[config.mk]
export PLATFORM = sky130hd
export DESIGN_NAME = prm_edge_mask_scanner
export DESIGN_NICKNAME = d
export VERILOG_FILES = /design/src/rtl/prm_scan_pkg.sv /design/src/rtl/prm_cube_ram.sv /design/src/rtl/prm_edge_mask_scanner.sv
export SDC_FILE = /design/constraint.sdc
export NUM_CORES = 2
export LEC_CHECK = 0
export CAP_MARGIN = 25
export CORE_UTILIZATION = 57
export CTS_BUF_LIST = sky130_fd_sc_hd__clkbuf_8
export DETAILED_ROUTE_END_ITERATION = 7
export GPL_TIMING_DRIVEN = 0
export PLACE_DENSITY = 0.79
export RECOVER_POWER = 100
export SLEW_MARGIN = 10
export SYNTH_ARGS = -nofsm -noshare
export SYNTH_HDL_FRONTEND = slang
export SYNTH_HIERARCHICAL = 1
export SYNTH_SLANG_ARGS = --single-unit
[constraint.sdc]
create_clock -name clk -period 10.3 [get_ports clk]
set_input_delay 1.545 -clock clk [delete_from_list [all_inputs] [get_ports clk]]
set_output_delay 1.545 -clock clk [all_outputs]
set_load 0.005 [all_outputs]
[src/rtl/prm_scan_pkg.sv]
`default_nettype none
// ============================================================================
//  Module   : prm_scan_pkg
//  Purpose  : Shared types and default sizes for the PRM edge-mask scanner.
//  Revision : 1.0 - initial release
// ============================================================================
package prm_scan_pkg;

    localparam int DEF_IN_W     = 15;
    localparam int DEF_NUM_EDGE = 8;
    localparam int DEF_NUM_CUBE = 64;
    localparam int DEF_EDGE_W   = $clog2(DEF_NUM_EDGE);

    typedef enum logic [1:0] {
        ST_IDLE = 2'd0,
        ST_SCAN = 2'd1,
        ST_DONE = 2'd2
    } state_t;

    typedef struct packed {
        logic                  en;
        logic [DEF_EDGE_W-1:0] edge_idx;
        logic [DEF_IN_W-1:0]   care;
        logic [DEF_IN_W-1:0]   val;
    } cube_t;

endpackage
`default_nettype wire

[src/rtl/prm_cube_ram.sv]
`default_nettype none
// ============================================================================
//  Module   : prm_cube_ram
//  Purpose  : Cube table: one synchronous write port, one combinational read.
//  Revision : 1.0 - initial release
// ============================================================================
module prm_cube_ram #(
    parameter int IN_W     = 15,
    parameter int EDGE_W   = 3,
    parameter int NUM_CUBE = 64,
    parameter int ADDR_W   = 6
) (
    input  logic              clk,
    input  logic              rst_n,
    input  logic              we,
    input  logic [ADDR_W-1:0] waddr,
    input  logic              wr_en,
    input  logic [EDGE_W-1:0] wr_edge,
    input  logic [IN_W-1:0]   wr_care,
    input  logic [IN_W-1:0]   wr_val,
    input  logic [ADDR_W-1:0] raddr,
    output logic              rd_en,
    output logic [EDGE_W-1:0] rd_edge,
    output logic [IN_W-1:0]   rd_care,
    output logic [IN_W-1:0]   rd_val
);

    logic [NUM_CUBE-1:0] en_q;
    logic [EDGE_W-1:0]   edge_q [NUM_CUBE];
    logic [IN_W-1:0]     care_q [NUM_CUBE];
    logic [IN_W-1:0]     val_q  [NUM_CUBE];
    logic                wr_ok;

    // Addresses past the table depth are ignored when the depth is not a power of two.
    if ((1 << ADDR_W) > NUM_CUBE) begin : g_addr_guard
        assign wr_ok = we && (waddr < ADDR_W'(NUM_CUBE));
    end else begin : g_addr_full
        assign wr_ok = we;
    end

    always_ff @(posedge clk or negedge rst_n) begin
        if (!rst_n) begin
            en_q <= '0;
        end else if (wr_ok) begin
            en_q[waddr] <= wr_en;
        end
    end

    always_ff @(posedge clk) begin
        if (wr_ok) begin
            edge_q[waddr] <= wr_edge;
            care_q[waddr] <= wr_care;
            val_q[waddr]  <= wr_val;
        end
    end

    assign rd_en   = en_q[raddr];
    assign rd_edge = edge_q[raddr];
    assign rd_care = care_q[raddr];
    assign rd_val  = val_q[raddr];

endmodule
`default_nettype wire

[src/rtl/prm_edge_mask_scanner.sv]
`default_nettype none
// ============================================================================
//  Module   : prm_edge_mask_scanner
//  Purpose  : Scans every voxel code against the cube table, accumulating
//             per-edge collision flags over a frame.
//  Revision : 1.0 - initial release
// ============================================================================
module prm_edge_mask_scanner
    import prm_scan_pkg::*;
#(
    parameter  int IN_W     = DEF_IN_W,
    parameter  int NUM_EDGE = DEF_NUM_EDGE,
    parameter  int NUM_CUBE = DEF_NUM_CUBE,
    localparam int EDGE_W   = (NUM_EDGE > 1) ? $clog2(NUM_EDGE) : 1,
    localparam int ADDR_W   = (NUM_CUBE > 1) ? $clog2(NUM_CUBE) : 1
) (
    input  logic                clk,
    input  logic                rst_n,
    input  logic                cfg_we,
    input  logic [ADDR_W-1:0]   cfg_addr,
    input  logic                cfg_en,
    input  logic [EDGE_W-1:0]   cfg_edge,
    input  logic [IN_W-1:0]     cfg_care,
    input  logic [IN_W-1:0]     cfg_val,
    input  logic                vox_valid,
    input  logic                vox_last,
    input  logic [IN_W-1:0]     vox_code,
    output logic                vox_ready,
    output logic                busy,
    output logic                cfg_err,
    output logic                mask_valid,
    output logic [NUM_EDGE-1:0] edge_mask
);

    state_t                state;
    logic [ADDR_W-1:0]     idx;
    logic [IN_W-1:0]       code_q;
    logic                  last_q;
    logic                  frame_open;
    logic [NUM_EDGE-1:0]   mask_q;
    logic                  ready_q;
    logic                  busy_q;
    logic                  err_q;
    logic                  mv_q;

    logic                  rd_en;
    logic [EDGE_W-1:0]     rd_edge;
    logic [IN_W-1:0]       rd_care;
    logic [IN_W-1:0]       rd_val;
    logic                  match;
    logic [NUM_EDGE-1:0]   hit;
    logic [NUM_EDGE-1:0]   next_mask;
    logic                  scan_end;
    logic                  tbl_we;

    assign tbl_we = cfg_we && (state != ST_SCAN);

    prm_cube_ram #(
        .IN_W     (IN_W),
        .EDGE_W   (EDGE_W),
        .NUM_CUBE (NUM_CUBE),
        .ADDR_W   (ADDR_W)
    ) u_cube_ram (
        .clk     (clk),
        .rst_n   (rst_n),
        .we      (tbl_we),
        .waddr   (cfg_addr),
        .wr_en   (cfg_en),
        .wr_edge (cfg_edge),
        .wr_care (cfg_care),
        .wr_val  (cfg_val),
        .raddr   (idx),
        .rd_en   (rd_en),
        .rd_edge (rd_edge),
        .rd_care (rd_care),
        .rd_val  (rd_val)
    );

    assign match = rd_en && (((code_q ^ rd_val) & rd_care) == '0);

    // Edge indices at or beyond NUM_EDGE select no bit and so never flag an edge.
    always_comb begin
        hit = '0;
        for (int i = 0; i < NUM_EDGE; i++) begin
            if (match && (rd_edge == EDGE_W'(i))) begin
                hit[i] = 1'b1;
            end
        end
    end

    assign next_mask = mask_q | hit;
    assign scan_end  = (idx == ADDR_W'(NUM_CUBE - 1)) || (&next_mask);

    always_ff @(posedge clk or negedge rst_n) begin
        if (!rst_n) begin
            state      <= ST_IDLE;
            idx        <= '0;
            code_q     <= '0;
            last_q     <= 1'b0;
            frame_open <= 1'b0;
            mask_q     <= '0;
            ready_q    <= 1'b1;
            busy_q     <= 1'b0;
            err_q      <= 1'b0;
            mv_q       <= 1'b0;
        end else begin
            err_q <= cfg_we && (state == ST_SCAN);
            mv_q  <= 1'b0;
            case (state)
                ST_IDLE: begin
                    if (vox_valid) begin
                        code_q     <= vox_code;
                        last_q     <= vox_last;
                        idx        <= '0;
                        frame_open <= 1'b1;
                        if (!frame_open) begin
                            mask_q <= '0;
                        end
                        ready_q    <= 1'b0;
                        busy_q     <= 1'b1;
                        state      <= ST_SCAN;
                    end
                end
                ST_SCAN: begin
                    mask_q <= next_mask;
                    if (scan_end) begin
                        busy_q <= 1'b0;
                        if (last_q) begin
                            mv_q  <= 1'b1;
                            state <= ST_DONE;
                        end else begin
                            ready_q <= 1'b1;
                            state   <= ST_IDLE;
                        end
                    end else begin
                        idx <= idx + 1'b1;
                    end
                end
                ST_DONE: begin
                    frame_open <= 1'b0;
                    ready_q    <= 1'b1;
                    state      <= ST_IDLE;
                end
                default: begin
                    ready_q <= 1'b1;
                    busy_q  <= 1'b0;
                    state   <= ST_IDLE;
                end
            endcase
        end
    end

    assign vox_ready  = ready_q;
    assign busy       = busy_q;
    assign cfg_err    = err_q;
    assign mask_valid = mv_q;
    assign edge_mask  = mask_q;

endmodule
`default_nettype wire

==> flow_metrics.tcl <==
# collected from the flow reports
set metrics [dict create \
    status "complete, but fails checks" \
    failed_checks "capacitance limit, slew limit" \
    grt_max_degree 65 \
    biggestCellCategory "sequential cells" \
    wl_um 241000 \
    area_growth_pct 11.0 \
    edf_count 2112 \
    powerClk_mw 6.57 \
    ys.flops 2213 \
    die_area_sq_um 151000 \
    worstPathRequired_ps 11250 \
    critPathCapture "idx[0]" \
    path_cells "clkbuf_1 > clkbuf_1 > clkbuf_1 > clkbuf_1 > mux4_2 > a22o_1 > o21ai_0 > nand3_1 > xor2_1 > a22oi_1 > nand4_1 > o41ai_1 > o22ai_1 > nand3_1 > mux2i_1" \
    flop-count 2213 \
    combinationalPowerShare_pct 31.1 \
    whs_path_depth 1 \
    yosys-stat-area_sq_um 85500 \
    seq_share_pct 69.5 \
    min_to "u_cube_ram/en_q[12]" \
    grt_pass1_wl_um 336000 \
    power_mw 24.1 \
    end_kind "flop" \
    finish.instance_area_sq_um 94900 \
    reg_top3 "u_cube_ram/care_q: 960 flops, u_cube_ram/val_q: 960 flops, u_cube_ram/edge_q: 192 flops" \
    comb-cell-share_pct 19.3 \
    ios 72 \
    synth-xor-area-share_pct 0.154 \
    ir_worst_vdd_v 0.000165 \
    grt_pass1_vias 45874 \
    comb_area_sq_um 18300 \
    hold_viol 0 \
    dr_total_vias 46136 \
    clock_skew_ps 94.9 \
    cts-root-buf "clkbuf_8" \
    finalSetupTns_ps 0 \
    ys_cells 3846 \
    cap_viol_max_count 147 \
    met1_usage_pct 42.2 \
    slew_violations 3675 \
    place_area_sq_um 91400 \
    clock_latency_ps 1070 \
    synthTopLogicFamily "multiplexers" \
    die_w_um 389 \
    ys_seq_share_pct 77.2 \
    pwr-share-seq_pct 41.7 \
    whs_ps 504 \
    crit_top_cell "clkbuf_1" \
    rsz0062_at_grt "false" \
    top_cells_by_area "edfxtp_1, mux4_2, dfrtp_1" \
    avgSynthCellArea_sq_um 22.2 \
]
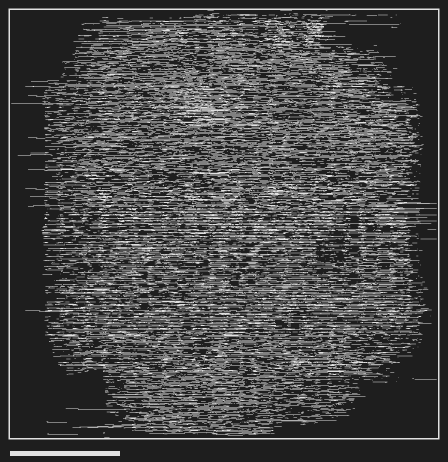
m1.png
Scale bar: 100 um.
wire length on this layer: 79.0 mm
main direction: horizontal
longest straight run: 111 um
nets with wire on the layer: 4359

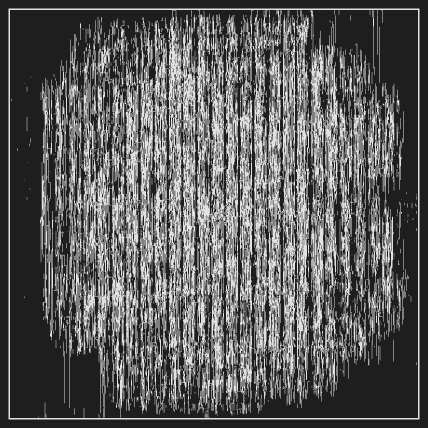
m2.png
longest straight run: 163 um
nets with wire on the layer: 4135

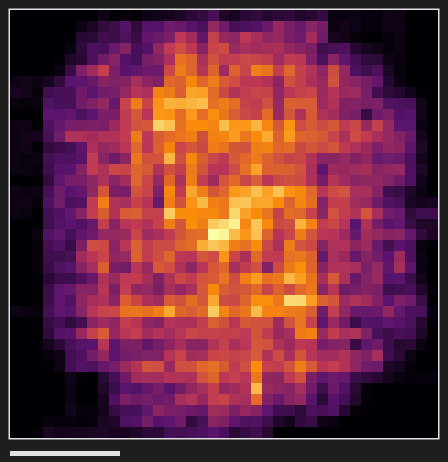
route_heat.png
Scale bar: 100 um. 39 x 39 tiles, from black (low) to pale yellow (high), scaled to the fullest tile. Values are wire area over tile area, all layers added.
emptiest ninth of the die: south-west
mean over tiles: 0.29
densest ninth of the die: center
nearly empty tiles: 15%
fullest tile: 0.84

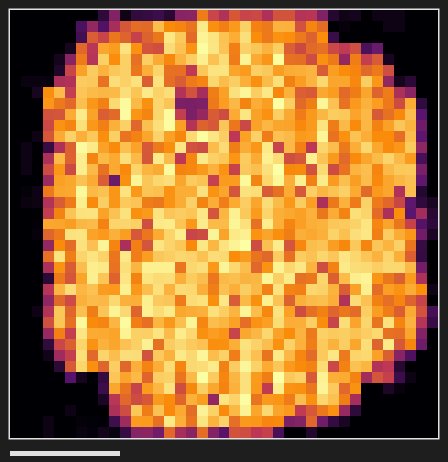
util_map.png
Scale bar: 100 um. 39 x 39 tiles, from black (low) to pale yellow (high), 0 to 100% covered.
fullest tile: 100%
emptiest ninth of the die: south-west
nearly empty tiles: 16%
mean over tiles: 61%
tiles over 75% full: 50%

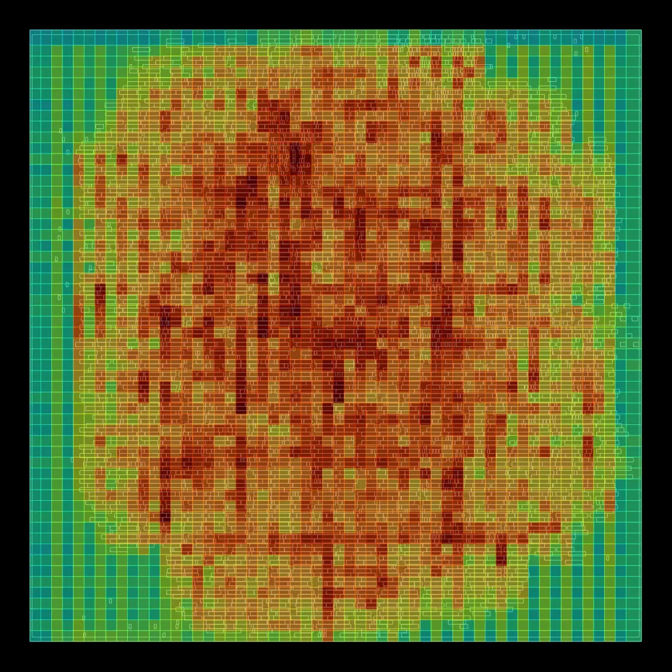
congestion_map.png
met3 Use GR: 11.7%
Most Crowded Layer GR: met2
drt wl/cell: 36.7 um
total global routing track utilization: 32.1%
post-layout util: 64.0%

Power is estimated from default activity; no workload was simulated.
